run_1/met1.png
The bar under the picture is 50 um long. Supply wires on this layer in grey.
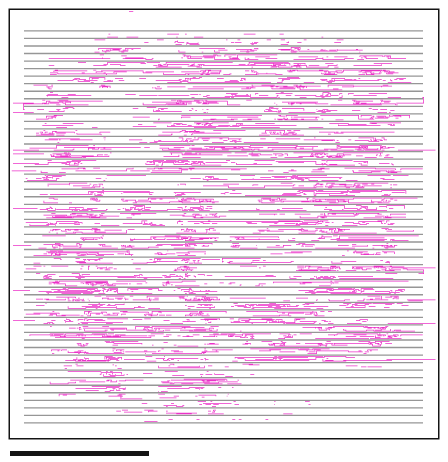
run_1/zoom.png
The bar under the picture is 10 um long. Region (96, 19) to (136, 59) um. Cells in grey, sequential cells in the stronger grey; small squares are vias.
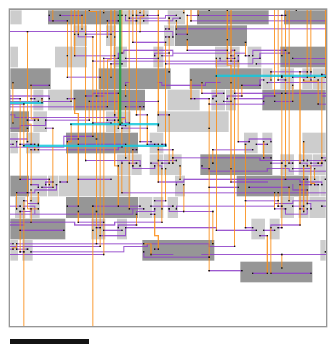
run_1/gate_families.png
The bar under the picture is 50 um long.
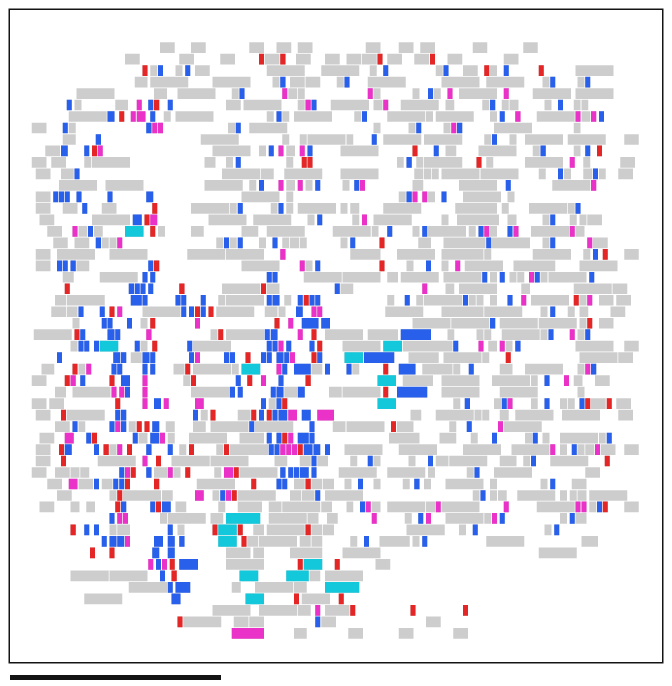
run_1/met3.png
The bar under the picture is 50 um long.
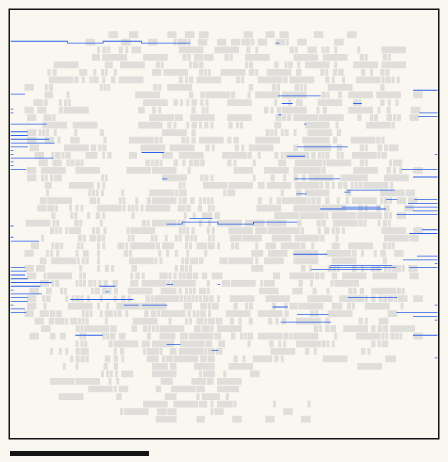
===== config.mk =====
export PLATFORM = sky130hd
export DESIGN_NAME = pixel_frame_reader
export DESIGN_NICKNAME = d
export VERILOG_FILES = /design/src/rtl/pixel_frame_reader.sv
export SDC_FILE = /design/constraint.sdc
export NUM_CORES = 1
export LEC_CHECK = 0
export ABC_AREA = 1
export CAP_MARGIN = 20
export CORE_MARGIN = 5
export CORE_UTILIZATION = 35
export DETAILED_ROUTE_END_ITERATION = 7
export PLACE_DENSITY = 0.52
export SYNTH_ARGS = -nofsm -noshare
export SYNTH_HDL_FRONTEND = slang
export SYNTH_SLANG_ARGS = --single-unit

===== constraint.sdc =====
create_clock -name clk -period 3.2 [get_ports clk]
set_input_delay 0.96 -clock clk [delete_from_list [all_inputs] [get_ports clk]]
set_output_delay 0.96 -clock clk [all_outputs]
set_load 0.01 [all_outputs]

===== src/rtl/pixel_frame_reader.sv =====
// pixel_frame_reader: Avalon-MM read master that fetches a frame of 32-bit
// words and presents their low 24 bits as a ready/valid GRB pixel stream.
module pixel_frame_reader #(
  parameter int unsigned ADDR_W     = 11,
  parameter int unsigned FIFO_DEPTH = 4,
  parameter int unsigned CNT_W      = 12
) (
  input  logic              clk,
  input  logic              reset_n,
  input  logic              start,
  input  logic [ADDR_W-1:0] base_address,
  input  logic [CNT_W-1:0]  word_count,
  output logic [ADDR_W-1:0] avm_address,
  output logic              avm_read,
  input  logic              avm_waitrequest,
  input  logic [31:0]       avm_readdata,
  input  logic              avm_readdatavalid,
  output logic [23:0]       pixel_data,
  output logic              pixel_valid,
  input  logic              pixel_ready,
  output logic              busy,
  output logic              done
);

  localparam int unsigned PW = $clog2(FIFO_DEPTH);
  localparam int unsigned OW = PW + 1;
  localparam logic [OW:0] DEPTH_C = (OW+1)'(FIFO_DEPTH);

  typedef enum logic [1:0] {S_IDLE, S_RUN, S_DRAIN, S_DONE} state_t;

  state_t            state_q, state_d;
  logic [ADDR_W-1:0] addr_q, addr_d;
  logic [CNT_W-1:0]  issue_q, issue_d;
  logic [CNT_W-1:0]  retire_q, retire_d;
  logic [OW-1:0]     outst_q, outst_d;
  logic [OW-1:0]     occ_q, occ_d;
  logic              read_q, read_d;
  logic              busy_q, done_q;
  logic [23:0]       mem_q [FIFO_DEPTH];
  logic [PW-1:0]     rd_ptr_q, wr_ptr_q;

  logic accept, push, pop, credit;

  assign accept = read_q & ~avm_waitrequest;
  // Returns with nothing outstanding (e.g. stale data after reset) are dropped.
  assign push   = avm_readdatavalid & (outst_q != '0);
  assign pop    = (occ_q != '0) & pixel_ready;

  assign avm_address = addr_q;
  assign avm_read    = read_q;
  assign busy        = busy_q;
  assign done        = done_q;
  assign pixel_valid = (occ_q != '0);
  assign pixel_data  = mem_q[rd_ptr_q];

  // Next-state, counters and read-issue decision.
  always_comb begin
    state_d  = state_q;
    addr_d   = addr_q;
    issue_d  = issue_q;
    retire_d = retire_q;
    read_d   = 1'b0;
    occ_d    = occ_q + OW'(push) - OW'(pop);
    outst_d  = outst_q + OW'(accept) - OW'(push);
    if (accept) begin
      addr_d  = addr_q + ADDR_W'(1);
      issue_d = issue_q - CNT_W'(1);
    end
    if (pop && (retire_q != '0)) retire_d = retire_q - CNT_W'(1);
    // Credit uses post-edge occupancy/outstanding so a new request can follow
    // an accepted one back to back without ever overfilling the FIFO.
    credit = ({1'b0, occ_d} + {1'b0, outst_d}) < DEPTH_C;
    unique case (state_q)
      S_IDLE: begin
        if (start) begin
          addr_d   = base_address;
          issue_d  = word_count;
          retire_d = word_count;
          if (word_count != '0) begin
            state_d = S_RUN;
            read_d  = 1'b1;
          end else begin
            state_d = S_DONE;
          end
        end
      end
      S_RUN: begin
        if (read_q && avm_waitrequest) read_d = 1'b1;
        else if ((issue_d != '0) && credit) read_d = 1'b1;
        if (issue_d == '0) state_d = S_DRAIN;
      end
      S_DRAIN: begin
        if (retire_d == '0) state_d = S_DONE;
      end
      S_DONE: state_d = S_IDLE;
      default: state_d = S_IDLE;
    endcase
  end

  // Control state and registered outputs.
  always_ff @(posedge clk or negedge reset_n) begin
    if (!reset_n) begin
      state_q  <= S_IDLE;
      addr_q   <= '0;
      issue_q  <= '0;
      retire_q <= '0;
      outst_q  <= '0;
      occ_q    <= '0;
      read_q   <= 1'b0;
      busy_q   <= 1'b0;
      done_q   <= 1'b0;
    end else begin
      state_q  <= state_d;
      addr_q   <= addr_d;
      issue_q  <= issue_d;
      retire_q <= retire_d;
      outst_q  <= outst_d;
      occ_q    <= occ_d;
      read_q   <= read_d;
      busy_q   <= (state_d != S_IDLE);
      done_q   <= (state_d == S_DONE);
    end
  end

  // Pixel FIFO storage and pointers.
  always_ff @(posedge clk or negedge reset_n) begin
    if (!reset_n) begin
      for (int unsigned i = 0; i < FIFO_DEPTH; i++) mem_q[i] <= '0;
      rd_ptr_q <= '0;
      wr_ptr_q <= '0;
    end else begin
      if (push) begin
        mem_q[wr_ptr_q] <= avm_readdata[23:0];
        wr_ptr_q        <= wr_ptr_q + PW'(1);
      end
      if (pop) rd_ptr_q <= rd_ptr_q + PW'(1);
    end
  end

endmodule


==> flow_metrics.tcl, run 1 <==
# collected from the flow reports
set metrics [dict create \
    outcome "complete, no violations" \
    routed_wl_mm 19.63 \
    htreeDepth 4 \
    grt_pass1_wl_mm 32.15 \
    place_ws_ns -0.6804 \
    p_switching_mw 4.108 \
    startpoint "rd_ptr_q[1]" \
    worstReg2RegEnd "mem_q[84]" \
    post-route-min-period_ns 3.124 \
    synth_top_flop_cell "dfrtp_1" \
    slew_violations 0 \
    tap_cells 270 \
    core_area_um2 20360 \
    seq_area_um2 3654 \
    n_antenna_cell 0 \
    busiest_layer "met2" \
    largest_reg_flops 96 \
    grt_max_degree 55 \
    dp.cells 1258 \
    synth_flops 146 \
    regToRegStartpoint "outst_q[1]" \
    stdcell_count 1311 \
    die_h_um 154.4 \
    flops 146 \
    synth.top_cell.area_share_pct 50.04 \
    yosysUniqueCellTypes 37 \
    synthesis.instances 916 \
    maxPowerGroup "combinational cells" \
    combGateArea_um2 3176 \
    syn-num-nets 992 \
    use_met3_pct 3.157 \
    skew_ns 0.009733 \
    grt.total_usage_pct 16.76 \
    cts.clk_slew.worst_paths_ns 0.06 \
    switching_share_pct 40.44 \
    grt_util_met1_pct 21.86 \
    p_clk_share_pct 18.9 \
    chip_area_um2 23850 \
    crit_fanout 17 \
    synthTopCellsByArea "dfrtp_1, o21ai_0, nand2_1" \
    critical_path_class "flip-flop to output port" \
    finalHoldViolCount 0 \
    vias 6280 \
    end_kind "output port" \
    portBuffers 91 \
    signal_buffers 135 \
    mostFrequentLayoutCells "nand2_1, o21ai_0, dfrtp_1" \
    p_int_mw 6.049 \
]
Back to the opening pictures, met1.png:
The wires run mostly horizontal. 1006 nets have wire on it. The longest straight run is 41.4 um. The layer holds 46% of the routed length. The layer carries 9040 um of wire.

Back to the opening pictures, zoom.png:
Cyan shows met3. Purple shows met1. Orange shows met2. Green shows met4.
Sequential cells in the window: 17. Netlist names of flops here include `mem_q` (17). Most frequent: o21ai_0 (23), dfrtp_1 (17), nand2_1 (16). 76 logic cells have their middle in the window.

Back to the opening pictures, gate_families.png:
Blue shows NAND gates, cells 271, most used nand2_1. Magenta shows NOR gates, cells 102, most used nor2_1. Red shows inverters, cells 101, most used inv_1, where all over the die. Cyan shows adder and majority cells, cells 15, most used ha_1.

Back to the opening pictures, met3.png:
The longest straight run is 25.3 um. The wires run mostly horizontal. The layer carries 811 um of wire. The layer holds 4.1% of the routed length. 77 nets have wire on it.

run_1/final_congestion.png
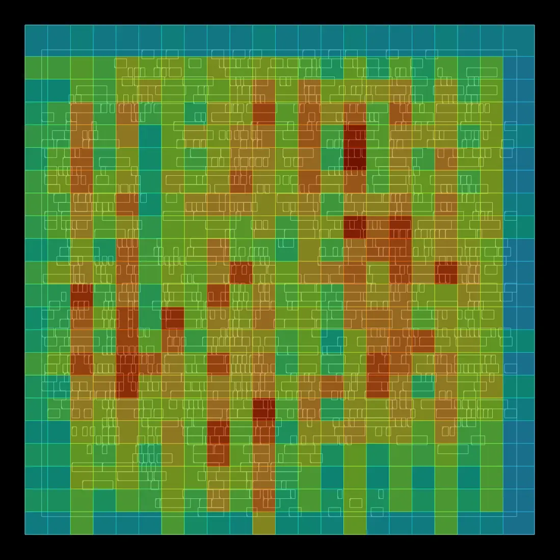

==> run 2, diff against run 1 <==
--- a/config.mk
+++ b/config.mk
@@ -7,10 +7,12 @@
 export LEC_CHECK = 0
 export ABC_AREA = 1
 export CAP_MARGIN = 20
+export CELL_PAD_IN_SITES_DETAIL_PLACEMENT = 1
+export CELL_PAD_IN_SITES_GLOBAL_PLACEMENT = 1
 export CORE_MARGIN = 5
 export CORE_UTILIZATION = 35
 export DETAILED_ROUTE_END_ITERATION = 7
-export PLACE_DENSITY = 0.52
+export PLACE_DENSITY = 0.67
 export SYNTH_ARGS = -nofsm -noshare
 export SYNTH_HDL_FRONTEND = slang
 export SYNTH_SLANG_ARGS = --single-unit
run_2/final_congestion.png
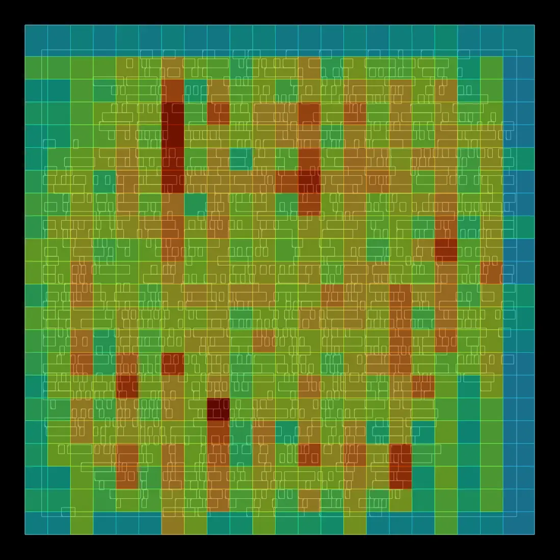
grt met2 use: 29.45%
final core utilization: 46.22%
met1 GRT Util: 23.20%
most used routing layer: met2
GR Util met3: 4.918%

run_2/met3.png
The bar under the picture is 50 um long.
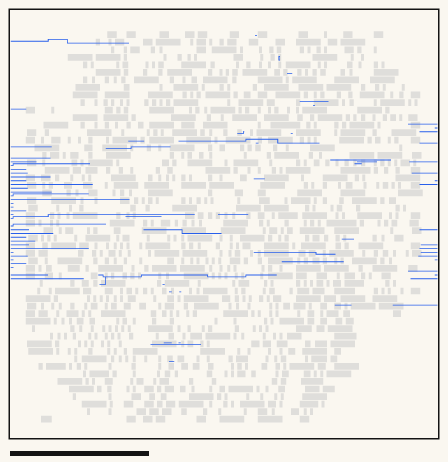
The wires run mostly horizontal. The layer carries 958 um of wire. The longest straight run is 52.7 um. The layer holds 4.6% of the routed length.

==> run 2 against run 1 <==
Against the previous run: register-to-register slack got worse by 0.06 ns; routed wire length rose by 5.3%; largest power group unchanged; sequential cell count did not move; highest routed layer is now met5; count of clock-buffer cells in the layout rose by 1; global-route usage rose by 1.0 points; largest cell class unchanged; clock power rose by 8%.
==> flow_metrics.tcl, run 2 <==
# collected from the flow reports
set metrics [dict create \
    flops 146 \
    regToRegStartpoint "outst_q[0]" \
    synth.top_cell.area_share_pct 50.04 \
    seq_area_um2 3654 \
    switching_share_pct 39.87 \
    maxPowerGroup "combinational cells" \
    combGateArea_um2 3133 \
    post-route-min-period_ns 3.174 \
    skew_ns 0.007259 \
    p_clk_share_pct 20.4 \
    mostFrequentLayoutCells "nand2_1, o21ai_0, dfrtp_1" \
    chip_area_um2 23850 \
    finalHoldViolCount 0 \
    signal_buffers 131 \
    synthTopCellsByArea "dfrtp_1, o21ai_0, nand2_1" \
    critical_path_class "input pin to flip-flop" \
    cts.clk_slew.worst_paths_ns 0.06 \
    crit_fanout 3 \
    dp.cells 1262 \
    outcome "complete, no violations" \
    cp-start-kind "input pin" \
    routed_wl_mm 20.68 \
    core_area_um2 20360 \
    synthesis.instances 916 \
    clock-sinks 146 \
    yosysUniqueCellTypes 37 \
    n_antenna_cell 0 \
    htreeDepth 4 \
    stdcell_count 1307 \
    p_switching_mw 4.075 \
    crit_slowest_cell "fa_2" \
    largest_reg_flops 96 \
    p_int_mw 6.146 \
    startpoint "avm_readdatavalid" \
    grt_max_degree 52 \
    worstReg2RegEnd "avm_read" \
    portBuffers 91 \
    end_kind "flip-flop" \
    grt_pass1_wl_mm 34.31 \
    syn-num-nets 992 \
    min_path_type "input pin to asynchronous set/reset pin" \
    place_ws_ns -0.7279 \
    vias 6400 \
    cellPowerDensity_nw_per_um2 1086 \
    slew_violations 0 \
    synth_flops 146 \
]
Power is estimated from default activity; no workload was simulated.
